**config.mk**
```make
export PLATFORM = sky130hd
export DESIGN_NAME = res_pack
export DESIGN_NICKNAME = d
export VERILOG_FILES = /design/src/rtl/res_pack.sv
export SDC_FILE = /design/constraint.sdc
export NUM_CORES = 1
export LEC_CHECK = 0
export ABC_AREA = 1
export CAP_MARGIN = 20
export CELL_PAD_IN_SITES_DETAIL_PLACEMENT = 1
export CELL_PAD_IN_SITES_GLOBAL_PLACEMENT = 1
export CORE_MARGIN = 3
export CORE_UTILIZATION = 41
export DETAILED_ROUTE_END_ITERATION = 10
export HOLD_SLACK_MARGIN = 0.02
export PLACE_DENSITY = 0.82
export SYNTH_ARGS = -nofsm -noshare
export SYNTH_HDL_FRONTEND = slang
export SYNTH_SLANG_ARGS = --single-unit
```
**constraint.sdc**
```tcl
create_clock -name clk -period 6.4 [get_ports clk]
set_input_delay 1.92 -clock clk [delete_from_list [all_inputs] [get_ports clk]]
set_output_delay 1.92 -clock clk [all_outputs]
set_load 0.05 [all_outputs]
```
**src/rtl/res_pack.sv**
```systemverilog
// Thresholds every byte of the 128x128 res image to one bit, packs 16 pixels per
// word (lowest address in the MSB) into the sto memory and counts foreground pixels.
module res_pack #(
   parameter logic [7:0] THRESH = 8'd0
) (
   input  logic        clk,
   input  logic        reset,
   input  logic        start,
   output logic        busy,
   output logic        done,
   output logic        res_rd,
   output logic [13:0] res_addr,
   input  logic [7:0]  res_di,
   output logic        sto_wr,
   output logic [9:0]  sto_addr,
   output logic [15:0] sto_do,
   output logic [14:0] ones_cnt
);

   typedef enum logic [1:0] {IDLE, READ, DRAIN, FINISH} state_t;

   state_t      state;
   logic        rd_q;
   logic [14:0] shreg;
   logic [3:0]  bit_cnt;
   logic [9:0]  word_cnt;
   logic        pix;

   assign pix = (res_di > THRESH);

   always_ff @(posedge clk) begin
      if (!reset) begin
         state    <= IDLE;
         busy     <= 1'b0;
         done     <= 1'b0;
         res_rd   <= 1'b0;
         res_addr <= '0;
         sto_wr   <= 1'b0;
         sto_addr <= '0;
         sto_do   <= '0;
         ones_cnt <= '0;
         rd_q     <= 1'b0;
         shreg    <= '0;
         bit_cnt  <= '0;
         word_cnt <= '0;
      end else begin
         sto_wr <= 1'b0;
         rd_q   <= res_rd;

         // res_di belongs to the address presented one cycle earlier
         if (rd_q) begin
            shreg    <= {shreg[13:0], pix};
            bit_cnt  <= bit_cnt + 4'd1;
            ones_cnt <= ones_cnt + {14'd0, pix};
            if (bit_cnt == 4'd15) begin
               sto_wr   <= 1'b1;
               sto_addr <= word_cnt;
               sto_do   <= {shreg, pix};
               word_cnt <= word_cnt + 10'd1;
            end
         end

         case (state)
            IDLE: begin
               if (start) begin
                  state    <= READ;
                  res_rd   <= 1'b1;
                  res_addr <= '0;
                  busy     <= 1'b1;
                  ones_cnt <= '0;
                  shreg    <= '0;
                  bit_cnt  <= '0;
                  word_cnt <= '0;
               end
            end
            READ: begin
               if (res_addr == '1) begin
                  state  <= DRAIN;
                  res_rd <= 1'b0;
               end else begin
                  res_addr <= res_addr + 14'd1;
               end
            end
            // first DRAIN cycle captures the last pixel (rd_q high), second writes the last word
            DRAIN: begin
               if (!rd_q) begin
                  state <= FINISH;
                  done  <= 1'b1;
                  busy  <= 1'b0;
               end
            end
            FINISH: begin
               done  <= 1'b0;
               state <= IDLE;
            end
            default: state <= IDLE;
         endcase
      end
   end

endmodule
```
==> reports/metrics.cfg <==
[timing]
worst_pin_slew_ns=1.015
rsz0062_at_grt=false
tns_ns=0
relSlewSlack_pct=32.11
hold_violations=0
maxSlewViolCount=0

[logic_synthesis]
top_area_share_pct=45.90
ff_type=dfxtp_1
largest_area_cell=dfxtp_1
synth.top_cells.by_count=nand2_1, nor2_1, dfxtp_1, inv_1
synth_flops=91
area_leaders=dfxtp_1, nand2_1, nor2_1, a21oi_1, o21ai_0
synth_chip_area_um2=3969
postSynthSeqShare_pct=45.90
yosys_warnings=0

[cts]
cts_htree_levels=3
cts_hold_buf=0
clockBufferDepth=2

[setup_path]
crit_family=buffers and inverters
crit_top_cell=inv_1
slowest_stage=clkdlybuf4s50_1
cp-end-kind=flop
crit_type=in2reg
path_cells=clkdlybuf4s50_1, inv_1, nor2_1, buf_4, inv_1, a21oi_1, o21a_1
cpPeakStageDelay_ns=1.14

[power]
p_leak_nw=1.711
vdd_ir_drop_max_v=0.0001268

[worst_hold_path]
hold_class=reg2reg

[detailed_routing]
met3WireLength_um=308
route.detailed.drc=0
ant_nets=0
vias_per_cell=5.068
vias=3740

[finish]
insertedDiodeCount=0
drive_above_1_share_pct=6.568
final_nets=624

[floorplanning]
die-area_um2=10900
die_w_um=104.4
fp-utilization_pct=42.55
die.size.y_um=104.4

[flow_run]
cap_violations=0
openroad.warnings=29

[status]
outcome=finished, final reports clean

final timing paths:
check	cells after the start	startpoint	end
setup / recovery	7	reset	ones_cnt[2]
hold / removal	2	res_rd	rd_q
setup reg to reg	6	rd_q	word_cnt[7]
hold reg to reg	2	res_rd	rd_q
sequential cells by signal (all words and copies together) (netlist names):
signal / cells
ones_cnt: 15
res_rd: 1
sto_wr: 1
sto_addr: 10
word_cnt: 10
res_addr: 14
rd_q: 1
state: 2
shreg: 15
busy: 1
sto_do: 16
bit_cnt: 4
done: 1
through the flow:
stage | power [mW] | hold WS [ns] | utilization (%) | std cells | setup WS (ns)
3_5_place_dp | 0.9359 | 0.4515 | 50.89 | 722 | 1.422
3_3_place_gp | 0.9176 | 0.4506 | 50.89 | 722 | 1.505
5_1_grt | 1.412 | 0.5052 | 53.13 | 738 | 1.532
6_report | 1.335 | 0.4564 | 53.13 | 738 | 1.850
4_1_cts | 1.349 | 0.4674 | 53.13 | 738 | 1.803
2_1_floorplan | 0.8465 | 0.4378 | - | 541 | 3.033
per-layer routing:
metal  up-vias  global-route usage (%)
li1       1874                       -
met1      1790                   26.12
met2        61                   35.47
met3        15                   2.917
met4         0                   7.028
met5         -                       0
power breakdown:
part | internal [mW] | switching [mW] | leakage, nW
registers | 0.588 | 0.0263 | 0.734
logic | 0.0902 | 0.215 | 0.877
clock network | 0.188 | 0.228 | 0.0999
placed cells by master (no fill, tap or decap), types with 10 or more instances in the layout:
cell type,synthesis,routed
nand3_1,20,20
nor3_1,10,10
nand2_1,101,101
a21oi_1,44,44
o21ai_0,44,44
inv_1,50,50
nor2_1,101,101
dfxtp_1,91,91
nand4_1,14,14
clkdlybuf4s50_1,0,69
cell type report:
type                    count  area (um^2)
fillers                  1237         4372
multi-input cells         377         1856
flip-flops and latches     91         1822
repair buffers             71        705.7
inverters                  54        202.7
well taps                 129        161.4
clock buffers               9        123.9
clock inverters             7        85.08
cell families (layout without fill, tap and decap cells):
family	after synthesis	in the layout	synth area share (%)
xor gates and xnor gates	7	7	1.545
buffers and inverters	73	141	7.345
adders and majority gates	9	9	2.837
DFF	91	91	45.90
AOI/OAI and AO/OA	103	103	14.50
and+or+nand+nor	258	258	27.87
worst register-to-register path, delay by kind of cell (launching register included):
| kind | cells | cell delay [ns] |
|---|---|---|
| compound gates | 1 | 0.21 |
| flops | 1 | 0.77 |
| simple gates | 4 | 1.40 |
| buf+inv | 1 | 0.34 |
**PDN straps and rails**

Scale: 4 px per um. Pins as bars on the die edge.
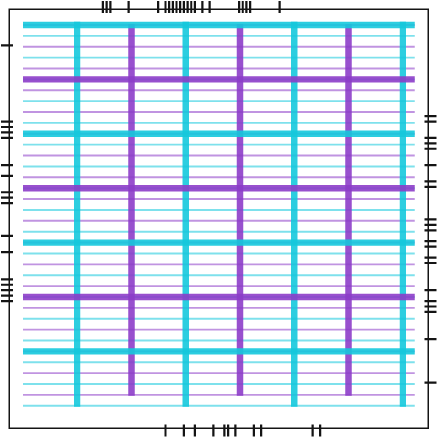
[purple] VDD
[cyan] VSS
signal pins: 70
met5 straps: 7
met1 rails: 36
met4 straps: 7

**Congestion heat map**

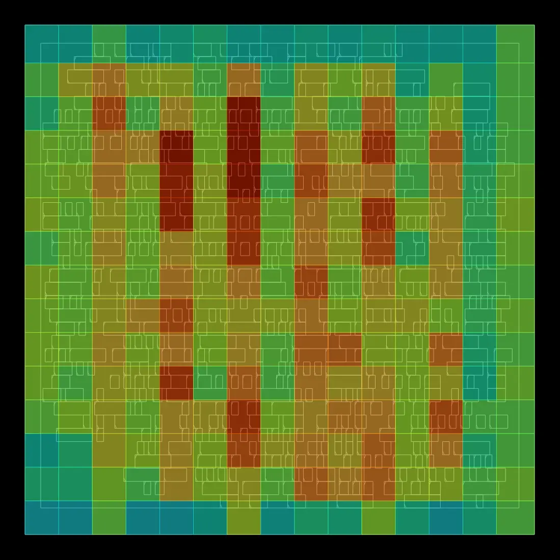
met3 track demand over resource: 2.917%
Total GRT Usage: 20.53%
DR WL/cell: 14.53 um

**Sequential cells coloured by netlist name**

Scale: 4 px per um. Other sequential cells in the stronger grey, the rest of the logic in the fainter grey.
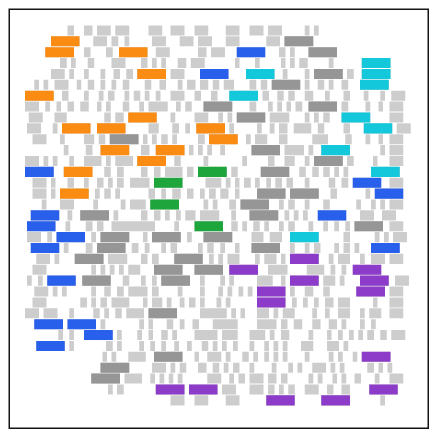
[cyan] `sto_addr` | flops: 10 | where: upper right
[blue] `sto_do` | flops: 16
[green] `bit_cnt` | flops: 4 | where: centre
[purple] `res_addr` | flops: 14
[orange] `ones_cnt` | flops: 15
not coloured: 32
post-layout util: 53.13%
register area: 1822 um^2
Seq area share: 36.76%
Seq group: 0.614 mW

**Cell classes on the final placement**

Scale: 4 px per um. Fill, decap, tap and diode cells in grey.
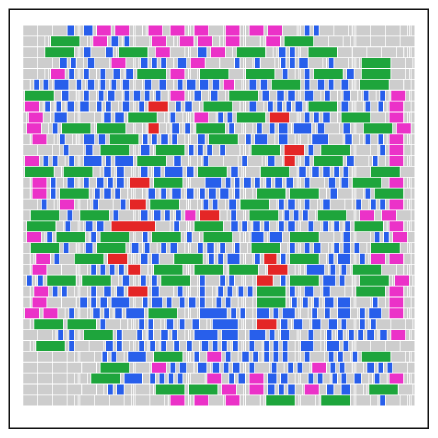
[blue] all other logic | cells: 431 | share of their area: 43%
[green] flip-flops | cells: 91 | share of their area: 38%
[red] clock drivers and dummy loads | cells: 16 | share of their area: 4.4%
[magenta] other buffers and delay cells | cells: 71 | share of their area: 15%
final instance area: 4956 um^2
Rows: 35
area of the core: 9328 um^2

**Clock network drawn from the DEF**

Scale: 6 px per um.
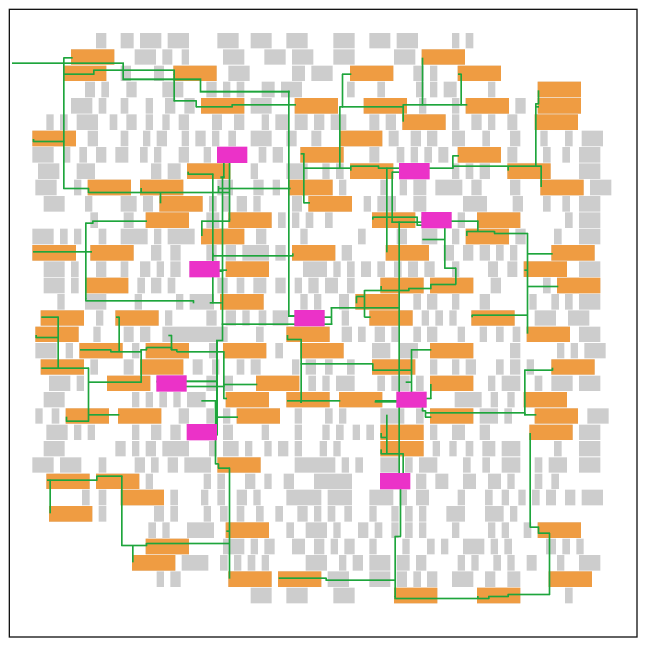
[orange] flip-flops | count: 91
[magenta] cells driving clock nets | count: 9
[green] clock wires | length: 1160 um
routed clock nets: 10

No activity file was given, so power comes from the tool's default toggle rates.
